**src/rtl/fft_frame_buffer.sv**
```systemverilog
// Collects a stream of signed samples into one flattened frame and holds the last complete frame for the FFT.
// Optional 50% frame overlap when FFT_FRAME_OVERLAP_EN is defined; the default build emits disjoint frames.
module fft_frame_buffer #(
    parameter int SAMPLE_SIZE = 32,
    parameter int BUFFER_SIZE = 32
) (
    input  logic                               clk,
    input  logic                               rst_n,
    input  logic [SAMPLE_SIZE-1:0]             in_sample,
    input  logic                               in_valid,
    output logic                               in_ready,
    input  logic                               flush,
    output logic [SAMPLE_SIZE*BUFFER_SIZE-1:0] frame_data,
    output logic                               frame_valid,
    input  logic                               frame_ready,
    output logic [15:0]                        frame_count
);

    localparam int CW  = $clog2(BUFFER_SIZE) + 1;
    localparam int AW  = $clog2(BUFFER_SIZE);
    localparam int HOP = BUFFER_SIZE / 2;
    localparam logic [CW-1:0] FULL = CW'(BUFFER_SIZE);
    localparam logic [CW-1:0] LAST = CW'(BUFFER_SIZE - 1);

    logic [CW-1:0] count, count_d;
    logic [BUFFER_SIZE-1:0][SAMPLE_SIZE-1:0] cbuf_q, cbuf_w, cbuf_d;
    logic accept, full_next, transfer;

    assign in_ready  = (count < FULL) && !flush;
    assign accept    = in_valid && in_ready;
    assign full_next = (count == FULL) || (accept && (count == LAST));
    assign transfer  = full_next && (!frame_valid || frame_ready);

    // cbuf_w includes the sample accepted this edge, so a transfer never misses it
    always_comb begin
        cbuf_w  = cbuf_q;
        if (accept) begin
            cbuf_w[count[AW-1:0]] = in_sample;
        end
        cbuf_d  = cbuf_w;
        count_d = count;
        if (transfer) begin
`ifdef FFT_FRAME_OVERLAP_EN
            for (int i = 0; i < HOP; i++) begin
                cbuf_d[i] = cbuf_w[i + HOP];
            end
            count_d = CW'(HOP);
`else
            count_d = '0;
`endif
        end else if (flush) begin
            count_d = '0;
        end else if (accept) begin
            count_d = count + 1'b1;
        end
    end

    always_ff @(posedge clk or negedge rst_n) begin
        if (!rst_n) begin
            count       <= '0;
            cbuf_q      <= '0;
            frame_data  <= '0;
            frame_valid <= 1'b0;
            frame_count <= '0;
        end else begin
            count  <= count_d;
            cbuf_q <= cbuf_d;
            if (transfer) begin
                frame_data  <= cbuf_w;
                frame_valid <= 1'b1;
                frame_count <= frame_count + 16'd1;
            end else if (frame_ready) begin
                frame_valid <= 1'b0;
            end
        end
    end

endmodule

```
**config.mk**
```make
export PLATFORM = sky130hd
export DESIGN_NAME = fft_frame_buffer
export DESIGN_NICKNAME = d
export VERILOG_FILES = /design/src/rtl/fft_frame_buffer.sv
export SDC_FILE = /design/constraint.sdc
export NUM_CORES = 2
export LEC_CHECK = 0
export CAP_MARGIN = 20
export CORE_AREA = 8 8 408 410
export DETAILED_ROUTE_END_ITERATION = 16
export DIE_AREA = 0 0 416 418
export DONT_BUFFER_PORTS = 1
export PLACE_DENSITY_LB_ADDON = 0.12
export RECOVER_POWER = 50
export SETUP_SLACK_MARGIN = 0.1
export SLEW_MARGIN = 25
export SYNTH_ARGS = -nofsm -noshare
export SYNTH_HDL_FRONTEND = slang
export SYNTH_SLANG_ARGS = --single-unit
```
**constraint.sdc**
```tcl
create_clock -name clk -period 2.9 [get_ports clk]
set_clock_uncertainty 0.2 [all_clocks]
set_input_delay 0.435 -clock clk [delete_from_list [all_inputs] [get_ports clk]]
set_output_delay 0.435 -clock clk [all_outputs]
set_load 0.02 [all_outputs]
```
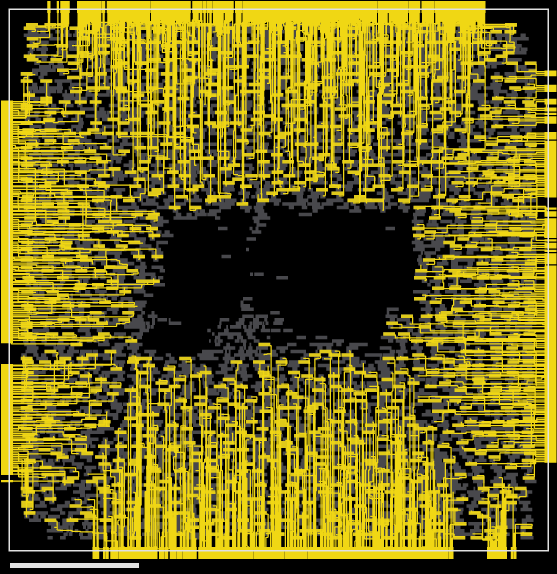
**Above:** nets reached from selected ports.
Bar = 100 um.
yellow -> frame_data  # direction output, edge 332 north, 299 south, 202 west, 191 east, end cells 1024, buffers 0, wire 75.7 mm

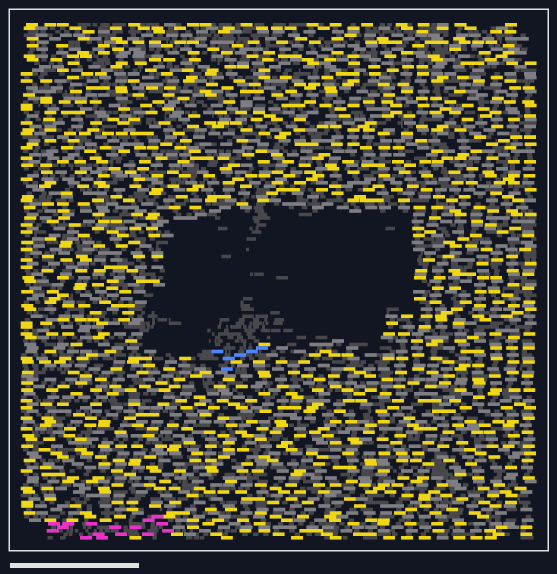
**Above:** register map, names as in the netlist.
Bar = 100 um.
magenta -> frame_count  # placed flops 16, where south-west
yellow -> frame_data  # placed flops 1024, where all over the die
blue -> count  # placed flops 6
not coloured = 1025

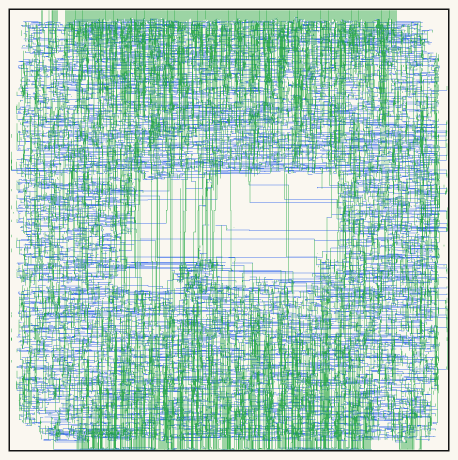
**Above:** wiring by layer.
Two of the layers only.
green -> met2  # wire length 112 mm
blue -> met1  # wire length 82.9 mm

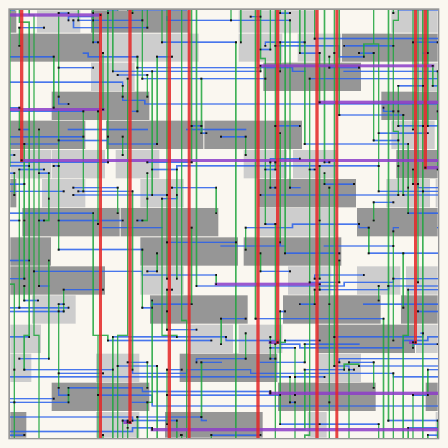
**Above:** close-up of the layout.
Window x 84 to 124, y 294 to 334 um. Cells in grey, sequential cells in the stronger grey; small squares are vias.
green -> met2
purple -> met3
blue -> met1
red -> met4
sequential cells in the window = 23
cells with their middle in the window = 51
netlist names of flops here include = frame_data (13), cbuf_q (10)
most frequent = dfrtp_1 (23), mux2_2 (19), mux2_1 (4)

==> reports/results.tsv <==
stage	metric	value	unit
outcome	outcome	finished, violations left	
outcome	violations	negative hold slack, max-capacitance violations, max-slew violations	
setup_path	path_class	reg2reg	
job	warnings	50	
global_route	grt_pass1_wl	322.9	mm
job	cap_violations	2	
placed_design	dp_hpwl	145.4	mm
pwr	p_clk_frac	0.466	
cts	clkSinkCount	2071	
setup_path	critPathTopFamily	simple AND/OR/NAND/NOR gates	
finish	n_all_inverters	4	
finish	nNonClkBuffers	193	
route	firstDrtPassIters	4	
synthesis	ys_sh_adder	0.0008054	
synthesis	ys_seq_share	0.6672	
global_route	grt_util_met2	0.4273	
setup_path	crit_cells	6	
cts	cts_tree	done	
setup_path	r2r_slack	130	ps
finish	syn_to_final_growth	15.02	%
cts	clock_latency	850	ps
route	viasPerCell	5.693	
finish	regArea	51820	um2
synthesis	synth.distinct_cells	37	
route	drt_iter0_drc	2554	
synthesis	yosys.area.top_type_share	0.6672	
route	routed_wirelength	227.1	mm
floorplanning	chipArea	173900	um2
placed_design	post-place-ws	-1809	ps
pwr	pwr-share-comb	0.036	
timing	worst_pin_slew	2268	ps
global_route	grtUsageMet3	0.09391	
timing	fin_ws	128.1	ps
setup_path	crit_chain	ha_1 -> nand4bb_4 -> or4b_2 -> buf_12 -> mux2_2 -> mux2_1	
setup_path	critical-path-max-stage-delay	700	ps
finish	clock_area_frac	0.08056	
floorplanning	io_pins	1079	
setup_path	cp-endpoint	frame_data[352]$_DFFE_PN0P_	
floorplanning	taps	2086	
synthesis	synth_warnings	0	
route	ant_nets	0	
pwr	p_switching	0.01303	W
cts	clk_pin_slew_worst_paths	60	ps
synthesis	logic_family	multiplexers	
finish	largest_cell_class	registers	
setup_path	cp.arrival	3290	ps
cts	clk_path_buf_depth	3	
finish	nClkBuffers	298	
placed_design	portBuffers	0	
cts	htree_num_levels	4	
synthesis	synth_flops	2071	
cts	cts_hold_buf	68	
route	wl_met2	111.8	mm
global_route	gr-total-overflow	0	
finish	comb_cells	2173	
setup_path	worst-r2r-cell-count	6	
synthesis	synthCells	4574	
placed_design	dpl.cell_count	6452	
global_route	grt_util_met1	0.2946	
finish	mostFrequentLayoutCells	2071 x dfrtp_1, 1419 x mux2_2, 570 x mux2_1, 210 x clkbuf_16, 67 x buf_12	
synthesis	aoi_share	0.001933	
synthesis	xor_share	0.002030	
pwr	power.density	664.2	nW/um2
route	m1WireLength	82.95	mm
synthesis	ys_chip_area	77680	um2
timing	finalHoldViolations	180	
timing	finalSetupViolations	0	
finish	antenna_cells	3	
synthesis	edf_count	0	
global_route	grt_busiest_layer	met2	
setup_path	timing.rr.end	frame_data[352]$_DFFE_PN0P_	
global_route	grt_max_degree	148	
finish	comb_area_frac	0.2718	
synthesis	ys_sh_simple	0.006942	
route	post-route-drc-count	0	
placed_design	globalplace.congestion	0.7869	
timing	fin_crit_sh	0.9558	
synthesis	synth_area_leader_cell	dfrtp_1	
pwr	ir_drop	614.7	uV
cts	cts_root_buffer	clkbuf_16	
timing	setup_tns	0	ps
timing	slew_violations	185	
global_route	grt_antenna_before_repair	19	
setup_path	reg2reg_from	count[1]$_DFFE_PN0P_	
timing	holdWs	-910.9	ps
setup_path	critPathMaxFanout	32	
setup_path	crit_required	3420	ps
timing	layout_min_cycle_time	2772	ps
finish	combGateArea	24290	um2
hold_path	hp-class	in2async	
floorplanning	coreArea	159600	um2
synthesis	synth_stat.cells	4574	
finish	drive_gt1_frac	0.4174	
timing	rsz0062_at_grt	true	
timing	maxSlewHeadroom	-0.5123	
synthesis	synth.avg_cell_area	16.98	um2
finish	fillCellCount	12700	
global_route	grt_pass1_vias	40740	
cts	numCtsBuffers	208	
==> timing repair <==
action                                  4_1_cts  5_1_grt
gates resized                                 0        3
hold endpoints to repair                   2418      270
cloned                                        5        2
endpoints found under the setup margin      866      399
==> state kept, by name, summed over array words and instances (netlist names) <==
| register | cells |
|---|---|
| cbuf_q | 1024 |
| count | 6 |
| frame_count | 16 |
| frame_data | 1024 |
| frame_valid | 1 |
==> power by group through the flow <==
stage          combinational [W]  clock (W)  sequential, W
2_1_floorplan           0.000799          0         0.0301
3_3_place_gp             0.00140          0         0.0301
3_5_place_dp             0.00147          0         0.0301
4_1_cts                  0.00220     0.0283         0.0296
5_1_grt                  0.00234     0.0294         0.0296
6_report                 0.00212     0.0277         0.0296
Power figures rest on the tool's default switching activity, not on a simulated workload.
